--- config.mk ---
export PLATFORM = sky130hd
export DESIGN_NAME = aes_dec_sched
export DESIGN_NICKNAME = d
export VERILOG_FILES = /design/src/rtl/aes_dec_sched.sv
export SDC_FILE = /design/constraint.sdc
export NUM_CORES = 1
export LEC_CHECK = 0
export ABC_CLOCK_PERIOD_IN_PS = 1800
export CELL_PAD_IN_SITES_DETAIL_PLACEMENT = 2
export CELL_PAD_IN_SITES_GLOBAL_PLACEMENT = 2
export CORE_AREA = 3 3 598 600
export DETAILED_ROUTE_END_ITERATION = 6
export DIE_AREA = 0 0 601 603
export DONT_BUFFER_PORTS = 1
export PLACE_DENSITY_LB_ADDON = 0.1
export SLEW_MARGIN = 20
export SYNTH_ARGS = -nofsm -noshare
export SYNTH_HDL_FRONTEND = slang
export SYNTH_SLANG_ARGS = --single-unit
--- constraint.sdc ---
create_clock -name clk -period 1.8 [get_ports clk]
set_input_delay 0.36 -clock clk [delete_from_list [all_inputs] [get_ports clk]]
set_output_delay 0.36 -clock clk [all_outputs]
set_load 0.02 [all_outputs]
--- src/rtl/aes_dec_sched.sv ---
// Round-robin front end that time-shares a single aes_dec core between NREQ requesters.
// One job in flight: grant, start the core, wait for done (or time out), then hold the response.
module aes_dec_sched #(
  parameter int KEY_SIZE = 128,
  parameter int NREQ     = 4,
  parameter int IDW      = 2,
  parameter int TIMEOUT  = 15
) (
  input  logic                     clk,
  input  logic                     rst,
  input  logic [NREQ-1:0]          req_valid,
  output logic [NREQ-1:0]          req_ready,
  input  logic [NREQ*128-1:0]      req_ct,
  input  logic [NREQ*KEY_SIZE-1:0] req_key,
  output logic                     resp_valid,
  input  logic                     resp_ready,
  output logic [IDW-1:0]           resp_id,
  output logic [127:0]             resp_pt,
  output logic                     resp_err,
  output logic                     core_rst_n,
  output logic                     core_start,
  output logic [127:0]             core_ct,
  output logic [KEY_SIZE-1:0]      core_key,
  input  logic                     core_done,
  input  logic [127:0]             core_pt
);

  localparam int CW = $clog2(TIMEOUT + 1);
  localparam logic [CW-1:0] TO_LAST = CW'(TIMEOUT - 1);

  typedef enum logic [2:0] {
    S_IDLE,
    S_GRANT,
    S_START,
    S_WAIT,
    S_CAPTURE,
    S_RESP
  } state_t;

  state_t r_state, w_state_next;

  logic [IDW-1:0]      r_ptr, r_winner, r_id, r_resp_id;
  logic                r_first;
  logic [CW-1:0]       r_cnt;
  logic [127:0]        r_core_ct, r_resp_pt;
  logic [KEY_SIZE-1:0] r_core_key;
  logic                r_resp_err, r_core_rst_n;

  logic [IDW-1:0]      w_start, w_pick;
  logic                w_any;
  logic [NREQ-1:0]     w_hit;
  logic [IDW:0]        w_sum [NREQ];
  logic [IDW-1:0]      w_idx [NREQ];
  logic [127:0]        w_ct_arr [NREQ];
  logic [KEY_SIZE-1:0] w_key_arr [NREQ];

  // Until the first accepted job the search begins at requester 0.
  always_comb begin
    w_start = '0;
    if (!r_first && r_ptr != IDW'(NREQ - 1)) begin
      w_start = r_ptr + 1'b1;
    end
  end

  // w_idx[k] is the k-th requester in search order, i.e. (w_start + k) mod NREQ.
  generate
    for (genvar gi = 0; gi < NREQ; gi++) begin : g_req
      assign w_ct_arr[gi]  = req_ct[128*gi +: 128];
      assign w_key_arr[gi] = req_key[KEY_SIZE*gi +: KEY_SIZE];
      assign w_sum[gi]     = {1'b0, w_start} + (IDW + 1)'(gi);
      assign w_idx[gi]     = (w_sum[gi] >= (IDW + 1)'(NREQ))
                             ? IDW'(w_sum[gi] - (IDW + 1)'(NREQ))
                             : w_sum[gi][IDW-1:0];
      assign w_hit[gi]     = req_valid[w_idx[gi]];
      assign req_ready[gi] = (r_state == S_GRANT) && (r_winner == IDW'(gi));
    end
  endgenerate

  always_comb begin
    w_pick = '0;
    for (int k = NREQ - 1; k >= 0; k--) begin
      if (w_hit[k]) begin
        w_pick = w_idx[k];
      end
    end
  end

  assign w_any = |req_valid;

  always_ff @(posedge clk) begin
    if (rst) begin
      r_state <= S_IDLE;
    end else begin
      r_state <= w_state_next;
    end
  end

  always_comb begin
    w_state_next = r_state;
    unique case (r_state)
      S_IDLE:    if (w_any) w_state_next = S_GRANT;
      S_GRANT:   w_state_next = req_valid[r_winner] ? S_START : S_IDLE;
      S_START:   w_state_next = S_WAIT;
      S_WAIT: begin
        if (core_done) begin
          w_state_next = S_CAPTURE;
        end else if (r_cnt == TO_LAST) begin
          w_state_next = S_RESP;
        end
      end
      S_CAPTURE: w_state_next = S_RESP;
      S_RESP:    if (resp_ready) w_state_next = S_IDLE;
      default:   w_state_next = S_IDLE;
    endcase
  end

  always_ff @(posedge clk) begin
    if (rst) begin
      r_ptr      <= '0;
      r_first    <= 1'b1;
      r_winner   <= '0;
      r_id       <= '0;
      r_cnt      <= '0;
      r_core_ct  <= '0;
      r_core_key <= '0;
      r_resp_id  <= '0;
      r_resp_pt  <= '0;
      r_resp_err <= 1'b0;
    end else begin
      unique case (r_state)
        S_IDLE: if (w_any) r_winner <= w_pick;
        S_GRANT: begin
          // Payload is taken only if the winner still holds valid on its grant cycle.
          if (req_valid[r_winner]) begin
            r_core_ct  <= w_ct_arr[r_winner];
            r_core_key <= w_key_arr[r_winner];
            r_id       <= r_winner;
            r_ptr      <= r_winner;
            r_first    <= 1'b0;
          end
        end
        S_START: r_cnt <= '0;
        S_WAIT: begin
          if (!core_done) begin
            if (r_cnt == TO_LAST) begin
              r_resp_err <= 1'b1;
              r_resp_pt  <= '0;
              r_resp_id  <= r_id;
            end else begin
              r_cnt <= r_cnt + 1'b1;
            end
          end
        end
        S_CAPTURE: begin
          r_resp_pt  <= core_pt;
          r_resp_err <= 1'b0;
          r_resp_id  <= r_id;
        end
        default: ;
      endcase
    end
  end

  always_ff @(posedge clk) begin
    r_core_rst_n <= ~rst;
  end

  assign core_rst_n = r_core_rst_n;
  assign core_start = (r_state == S_START);
  assign core_ct    = r_core_ct;
  assign core_key   = r_core_key;
  assign resp_valid = (r_state == S_RESP);
  assign resp_id    = r_resp_id;
  assign resp_pt    = r_resp_pt;
  assign resp_err   = r_resp_err;

endmodule

Run 1, clock wires, drivers and flops:
The bar under the picture is 200 um long.
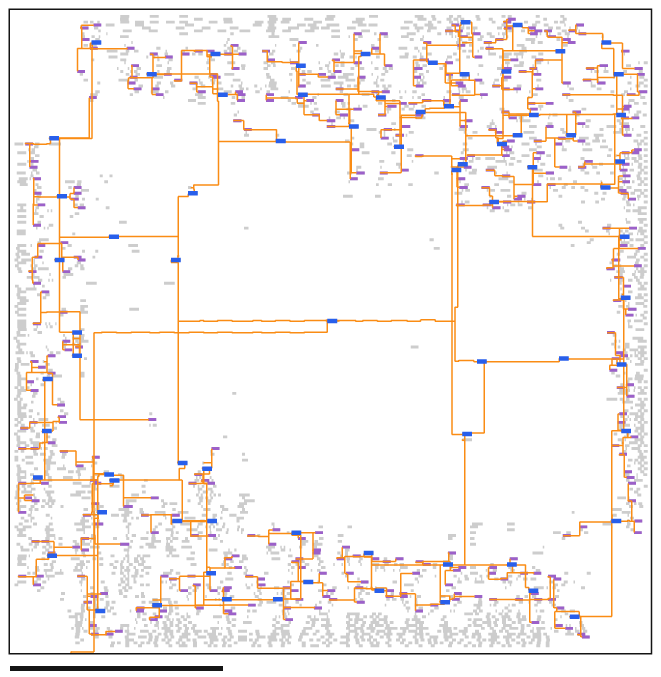
clock-net drivers -> blue  # count 74
flip-flops -> purple  # count 400
clock wires -> orange  # length 12200 um
routed clock nets = 75
clock latency on the worst-skew pair: 0.73 ns
Clock Power: 14300 uW
Clk pwr share: 37.8%
Max Clock Skew: 0.0464 ns

Run 1, signal wires on met3:
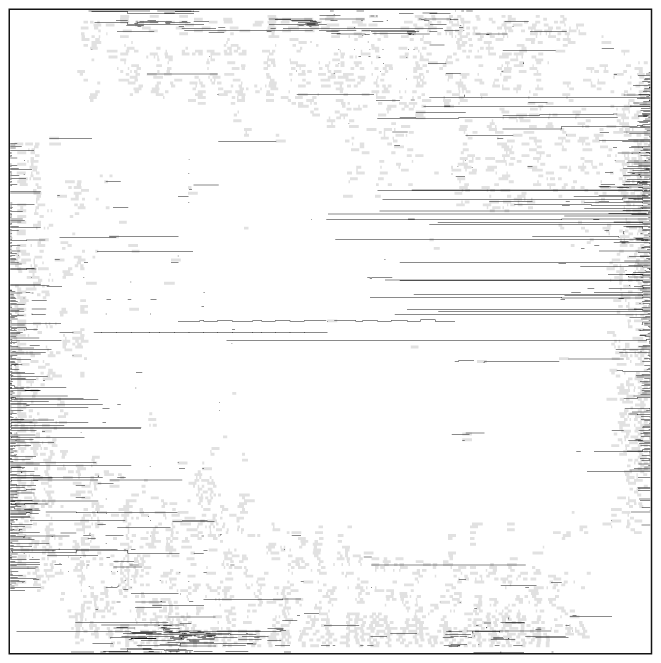
nets with wire on the layer = 799
wire length on this layer = 20.2 mm
longest straight run = 394 um
share of all routed wire = 9.0%
main direction = horizontal

==> Changelog: implementation, run 1 <==
## Flow update

* Outcome: finished with violations
* Failing checks: hold timing, slew limit, setup timing
* # fillers at between 40000 and 50000
* CTS Root Cell: clkbuf_16
* Met3 Use GR at roughly 4.5%
* Ys async rst share at 0%
* Dominant logic cell types in the final layout: dlygate4sd3_1 (703), dfxtp_1 (341), mux4_2 (257), a21oi_2 (253), nand2_1 (247)
* Placed cell count at 6660
* Final core utilization at roughly an eighth
* Routed via count at approximately 23000
* Final hold slack at -0.166 ns
* Hold Fails Final Rpt at 38
* Die width at approximately 600 um
* Sw frac at 34.9%
* Clock buf count at approximately 110
* CP max-delay cell: dfxtp_2
* Seq area share at 18.6%
* Top routing layer used: met5
* TAP cells at between 4000 and 5000
* Max Slew Vio Count at approximately 140
* Clk buf depth at 4
* Met1 wire length at between 80000 and 90000 um
* PwrDens at just under 900 nW/um^2
* MI comb area at around 15000 um^2
* Met3 wire len at slightly above 20000 um
* Post-layout nets at approximately 4000
* RSZ-0062 raised after global routing: true
* Yosys simple share at between 10% and 20%
* Pre-antenna DRT Iters at 7
* Cells after Synth at roughly 2000
* Synth flops at around 400
* Routed len/inst at roughly 29 um
* Tot Pwr at around 38000 uW
* Die ar. at around 360000 um^2
* FP Core Util at 5.66%
* Ao+oa area frac at approximately 12%
* GP Congestion at between 0.9 and 1
* Buffers plus inverters on the worst setup path at 3
* Crit path kind: reg2out
* Drt drc at 0
* Ys Warns at 0
* Clk tree area frac at under 10%
* Tightest Hold Check Type: in2reg
* Layout cells sized above 1 at 48.4%
* Post-synth cell types at roughly 47
* Overflow after GRT at 0
* Yosys top cell by instances: nand2_1
* Yosys cell count at 1979
* Global-route wire length before repair at between 200000 and 300000 um
* Sequential fraction of design power at 30.5%
* Post-Syn Area at approximately 20000 um^2
* Startpoint types: flip-flop
* Synth mux share at between 20% and 30%
* Ant. Diodes at 77
* FP Rows at ~220
* Flop area at approximately 8100 um^2
* IO buf count at 0
* Xor/xnor share at 0.0439%
* Top cell area share at about 40%
* Comb area share at between 30 and 40%
* Dominant flop cell: dfxtp_1
* Avg Cell Area, Syn at about 10 um^2
* Routed wl met2 at around 120000 um
* Largest logic family: multiplexers
* Max-Cap Viols at 0
* Final setup viols at 394
* CTS HTree Levels at 3
* I/O pins at 1554
* Dpl hpwl at about 170000 um
* CP top delay family: buffers and inverters
* PnR worst setup slack at -0.413 ns
* Psw at roughly 13000 uW
* Final WL at about 230000 um
Run 1, clock nets:
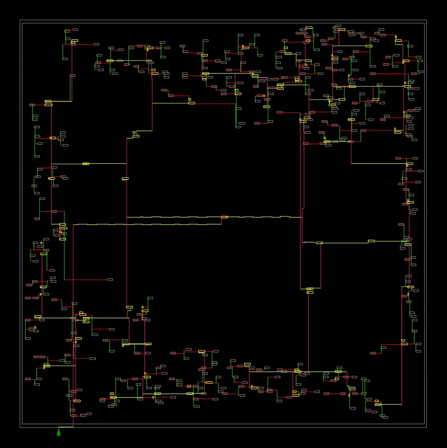
total CTS buffers: 74
CTS Sinks: 400

Run 1, signal metal coverage by tile:
The bar under the picture is 200 um long. 30 x 30 tiles, from white (low) to dark blue (high), scaled to the fullest tile. Values are wire area over tile area, all layers added.
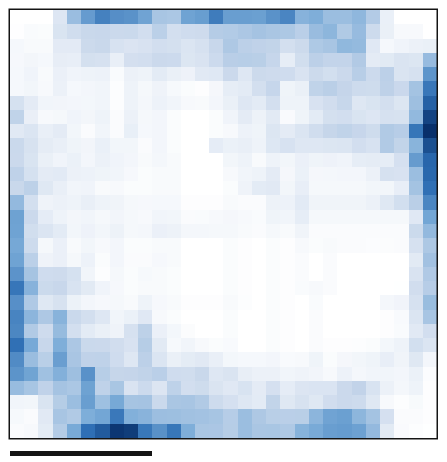
nearly empty tiles = 13%
tiles over half the peak = 6.6%
emptiest ninth of the die = middle
fullest tile = 0.64
mean over tiles = 0.10
densest ninth of the die = bottom left

==> run 1: registers in the layout, indices dropped and copies added (netlist names) <==
name / flops
r_winner: 2
core_ct: 128
resp_pt: 128
r_state: 3
r_first: 1
core_key: 128
resp_err: 1
core_rst_n: 1
r_id: 2
r_cnt: 4
resp_id: 2
==> run 1: final timing paths <==
check	to	slack, ns	cells after the start	startpoint
worst max-delay path	req_ready[1]	-0.41	5	r_state[2]
worst min-delay path	core_key[43]	-0.17	1	rst
worst max register to register	core_key[106]	-0.38	10	r_winner[0]
worst min register to register	core_ct[126]	0.48	2	core_ct[126]
==> run 1: timing repair <==
action / in CTS / in global routing
gates cloned: 27 / 51
endpoints found under the setup margin: 471 / 453
pin swaps: 87 / 302
endpoints found under the hold margin: 377 / 99
hold buffers: 667 / 36
setup buffers: 54 / 64
resized: 263 / 986
Run 1, metal layers overlaid:
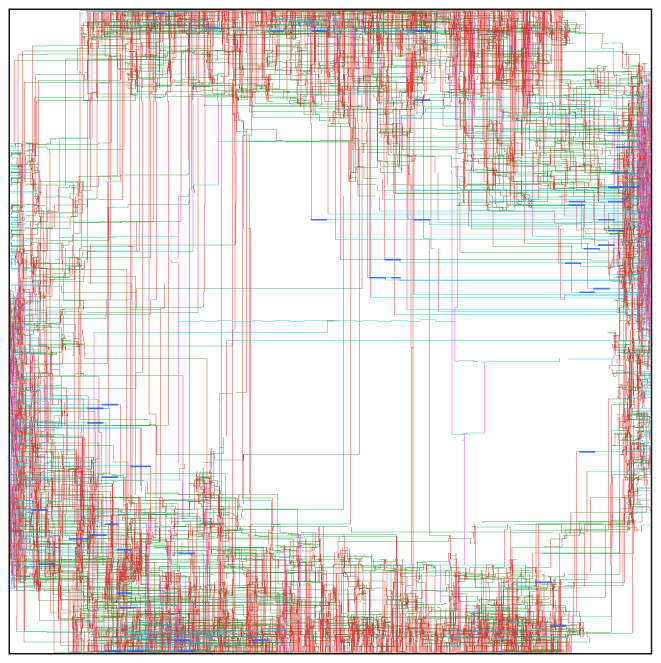

==> run 2: changes to the inputs <==
CORE_AREA = 3 3 603 605   (was 3 3 598 600)
DIE_AREA = 0 0 606 608   (was 0 0 601 603)
SETUP_SLACK_MARGIN = 0.4   (was not set)
Run 2, metal layers overlaid:
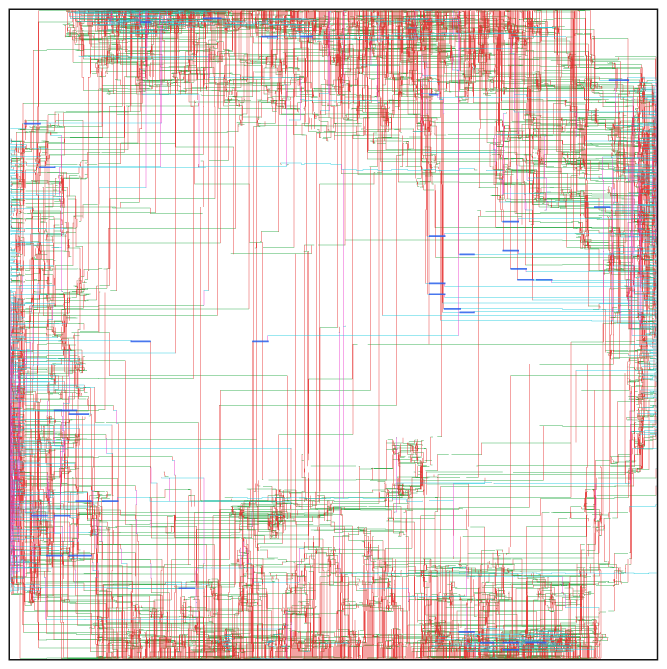
M1 -> green  # wire length 77.0 mm
M3 -> cyan  # wire length 18000 um
M4 -> magenta  # wire length 6870 um
M2 -> red  # wire length 111 mm
M5 -> blue  # wire length 509 um

==> run 2 against run 1 <==
The run ends with hold timing, setup timing left. Synthesized cell count unchanged. Sequential power hardly changed. Worst setup slack got worse by 0.080 ns. Wire length fell by 5.5%. Power shrank 0.58%. Non-clock buffer count decreased by 379. Worst hold slack got worse by 0.16 ns. Sequential share of layout area rose by 1.9 points. Critical path depth is 1 lower. Clock power hardly changed. Critical path type unchanged.
==> Changelog: implementation, run 2 <==
## Flow update

* Sequential fraction of design power at 30.4%
* Slew @ Worst Pin at 1.15 ns
* Most numerous logic cell after layout: dfxtp_1
* WHS Endpoint: core_key[23]
* Vias/cell at approximately 2.8
* Post-layout nets at approximately 3700
* CP max-delay cell: dfxtp_2
* Non-clk buf share at roughly 22%
* WP depth at 4
* Non-Clock Buffer Count at around 650
* IO buf count at 0
* Final core utilization at a little over a tenth
* Multi-input gates at ~1400
* Critical Path AT at just under 2 ns
* Min-delay src: rst
* Crit path kind: reg2out
* Outcome: finished with violations
* Max-Cap Viols at 0
* Worst r2r dst: core_key[50]
* Startpoint types: flip-flop
* Drt drc at 0
* I/O pins at 1554
* Pin count of the biggest net entering global routing at between 400 and 500
* Routed via count at roughly 21000
* Comb. pwr at around 12000 uW
* Post-synth cell types at ~47
* Final WL at 213000 um
* Top cell category: multi-input combinational cells
* Slew HR at 23.0%
* Global-route wire length before repair at 264000 um
* Flop area at roughly 8000 um^2
* PwrDens at around 960 nW/um^2
* Synth flops at around 400
* CP top delay family: simple AND/OR/NAND/NOR gates
* Grt met1 use at between 10% and 20%
* Max Slew Vio Count at 0
* Met1 wire length at about 77000 um
* Biggest area cells: dfxtp_1 (40%), mux4_2 (29%), nand2_1 (9.8%)
* # fillers at 41100
* Met3 wire len at roughly 18000 um
* CP Capture Type: output port
* Tot GR Track Use at a little over a tenth
* Top routing layer used: met5
* CTS Root Cell: clkbuf_16
* Final hold slack at -0.323 ns
* Clock Power at roughly 14000 uW
* Clk tree area frac at 5.88%
* Clock buf count at between 100 and 150
* Pre-antenna DRT Iters at 5
* # Post-CTS Setup Buffers at 68
* Critical-path cell list: nor3b_4 -> buf_6 -> nor3b_4 -> buf_6
* Yosys cell count at around 2000
* Yosys top cell by instances: nand2_1
* Comb area share at a little over a third
* PnR worst setup slack at -0.493 ns
* Ant. Diodes at 49
* Failing checks: hold timing, setup timing
* Met3 Use GR at roughly 4.0%
* Combinational power share at 31.6%
* Layout Cell Area excl Fill at a little under 40000 um^2
* Crit-path max FO at 4
* TritonCTS clock tree: built
* Die H at between 600 and 700 um
* Clk slew on worst S/H paths at approximately 0.050 ns
* Sw frac at between 30% and 40%
* Initial antenna violation count at approximately 160
* Internal power at 24200 uW
* Post-route insts no fill at roughly 7400
* Cell Area, Placed at between 20000 and 30000 um^2
* Critical Path RT at 1.44 ns
* Tightest Hold Check Type: in2reg
* Post-CTS Hold Buffers at 277
* CTS resizes at between 300 and 400
* R2r setup slk at -0.45 ns
* RSZ-0062 raised after global routing: true
* Layout cells sized above 1 at 51.2%
* Grt met2 use at around 20%
* Hold Fails Final Rpt at roughly 52
* Worst slack, placed at -0.451 ns
* Worst r2r src: r_winner[0]
* Cells after Synth at around 2000
* Syn_nets at ~3100
* Clock latency on the worst-skew pair at just under 0.8 ns
* Non-Clock Inverter Count at 4
* Ys Warns at 0
* Dominant logic cell types in the final layout: dfxtp_1 (392), dlygate4sd3_1 (328), mux4_2 (257), nand2_4 (254), a21oi_2 (253)
* Tot Pwr at 37600 uW
* Vias in the first global route at 22300
* Core Area at about 360000 um^2
* Buffers plus inverters on the worst setup path at 2
* Area leader, netlist: dfxtp_1
* Clk pwr share at 38.0%
* Area Growth Syn to Fin at 96.9%
* Initial DRC count at 1258
* Max Freq at 436 MHz
* Overflow after GRT at 0
* Post-Syn Area at between 15000 and 20000 um^2
* Seq. pwr at 11400 uW
* Die width at about 610 um
* Max power group: the clock network
* Minimum clock period at 2.29 ns
* Placed cell count at between 6000 and 7000
* Leakage power at between 0.01 and 0.015 uW
* Psw at 13400 uW
* CTS Sinks at around 400
* Final setup viols at 353
* Top cell area share at 40.1%
* Die ar. at around 370000 um^2
* GP Congestion at 0.885
* Top cells by count: nand2_1 (522), dfxtp_1 (400), a21oi_1 (267), mux4_2 (257), nor2_1 (139)
* Max Clock Skew at between 0.05 and 0.06 ns
* MI comb area at around 14000 um^2
* Post-synth area from yosys stat at ~20000 um^2
* Period Utilization, post-route at 127%
* FP Core Util at about 5.6%
* Flop count at roughly 400
* Seq area share at just over 20%
* GRT Max-Usage Layer: met2
* CTS HTree Levels at 3
* TAP cells at approximately 4800
* Clk buf depth at 4
* Routed len/inst at roughly 29 um
* Dominant flop cell: dfxtp_1
* Avg Cell Area, Syn at between 10 and 15 um^2
* Hold Path Cell Cnt at 1
* Worst Setup EP: req_ready[1]
* Dpl hpwl at 163000 um
* Critical Path Start: r_state[1]
* EDFF count, synth at 0
* Ys async rst share at 0%
* Final TNS setup at -100.89 ns
* FP Rows at roughly 220
* Worst VDD drop at 0.515 mV
* Routed wl met2 at 111000 um
* Final ANT Viol Nets at 0
* Reg2Reg Depth at 11
* Worst path max stage delay at 0.33 ns
* Total CTS buffers at 73
## run 2: netlist changes by cell type in the layout (fill, tap and decap cells not counted), sizes merged
cell and delta:
bufinv +2, diode -28, and2 +1, bufbuf +4, inv +1, clkbuf -40
buf +24, dlygate4sd3 -375, clkinvlp +1, clkinv +1
## run 2: kinds of logic (layout without fill, tap and decap cells)
| kind of cell | count (synthesis) | after routing | synth area share, % |
|---|---|---|---|
| adder cells (fa/ha/maj) | 3 | 3 | 0.188 |
| buffers and inverters | 197 | 772 | 4.40 |
| AND-OR/OR-AND | 419 | 419 | 12.4 |
| AND/OR/NAND/NOR | 698 | 699 | 13.7 |
| XOR/XNOR | 1 | 1 | 0.0439 |
| other | 0 | 49 | 0 |
| multiplexers | 261 | 261 | 29.2 |
| flip-flops | 400 | 400 | 40.1 |
Run 2, clock nets:
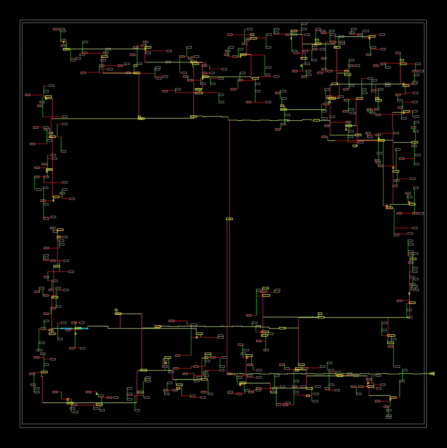

==> run 3: changes to the inputs <==
GPL_TIMING_DRIVEN = 0   (was not set)
Run 3, clock nets:
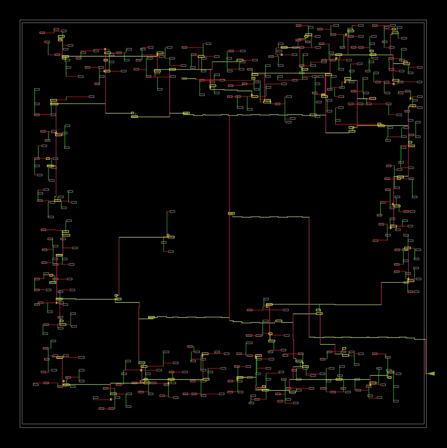
clock latency on the worst-skew pair: 0.80 ns
clock buf count: 112

==> run 3 against run 2 <==
The run ends with setup timing left. Clock power hardly changed. Wire length is 6.9% higher. Die size stayed put. Critical path type is now reg2reg. Non-clock buffer count is 482 higher. Sequential cell count stayed put. Final cell count is 6.8% higher. First-iteration DRC count is 7.8% lower. Worst setup slack better by 0.032 ns. Highest routed layer unchanged. Largest power group unchanged. Critical path depth is 7 higher. Global-route usage is 0.72 points higher.
==> Changelog: implementation, run 3 <==
## Flow update

* I/O pins at 1554
* PnR worst setup slack at -0.460 ns
* Slew @ Worst Pin at between 1 and 1.5 ns
* Adder share at 0.188%
* CP max-delay cell: mux4_2
* Outcome: finished with violations
* Reg2Reg Depth at 11
* Tot Pwr at 39100 uW
* Comb. pwr at 12800 uW
* Worst Setup EP: core_ct[84]
* Placed cell count at ~6800
* Slew HR at 32.3%
* # fillers at around 41000
* Initial DRC count at 1160
* Seq. pwr at 11600 uW
* IO buf count at 0
* Worst r2r src: r_winner[0]
* CP top delay family: buffers and inverters
* RSZ-0062 raised after global routing: true
* Overflow after GRT at 0
* Crit-path max FO at 5
* Most numerous logic cell after layout: dlygate4sd3_1
* Routed wl met2 at 119000 um
* Final WL at 228000 um
* Final setup viols at between 200 and 300
* FP Rows at approximately 220
* EDFF count, synth at 0
* CTS HTree Levels at 3
* Final ANT Viol Nets at 0
* GRT Max-Usage Layer: met2
* WHS Endpoint: r_cnt[0]
* Die H at between 600 and 700 um
* Dpl hpwl at between 150000 and 200000 um
* Post-route insts no fill at a little under 8000
* Syn_nets at 3142
* Hold Fails Final Rpt at 0
* Yosys top cell by instances: nand2_1
* Top cell area share at 40.1%
* Sequential fraction of design power at between 20 and 30%
* Crit path kind: reg2reg
* Die width at 606 um
* FP Core Util at under 10%
* Layout Cell Area excl Fill at approximately 44000 um^2
* Met3 Use GR at under 10%
* Pre-antenna DRT Iters at 4
* Clk slew on worst S/H paths at roughly 0.050 ns
* Min-delay src: core_done
* Startpoint types: flip-flop
* Clk buf depth at 4
* Post-Syn Area at approximately 20000 um^2
* Cells after Synth at between 1500 and 2000
* Post-CTS Hold Buffers at 773
* Yosys cell count at 1979
* Final hold slack at about 0.028 ns
* Yosys simple share at between 10% and 20%
* Worst VDD drop at a little under 0.5 mV
* Dominant flop cell: dfxtp_1
* Failing checks: setup timing
* Tot GR Track Use at a little under an eighth
* Ys async rst share at 0%
* Met1 wire length at about 84000 um
* CTS resizes at a little over 600
* Routed via count at around 23000
* Max Clock Skew at roughly 0.079 ns
-- run 3: metrics by stage --
stage | worst slack (ns) | TNS [ns] | utilization, %
final | -0.460 | -98.12 | 12.3
after global routing | -0.662 | -132.38 | 12.2
after CTS | -0.640 | -173.05 | 11.3
after detailed placement | -1.71 | -437.17 | 7.39
after global placement | -2.00 | -525.23 | 7.35
after floorplan | 0.0635 | 0 | -
-- run 3: area by class of cell --
class                           instances  area (um^2)  area share [%]
Inverter                                4         26.3          0.0597
Clock buffer                          112         2190            4.99
Tap cell                             4773         5970            13.6
Multi-Input combinational cell       1383        14500            33.0
Timing Repair Buffer                  934        10600            24.0
Clock inverter                         15          189           0.429
Sequential cell                       400         8040            18.3
Buffer                                193         2340            5.32
Antenna cell                           66          165           0.375
Power is estimated from default activity; no workload was simulated.
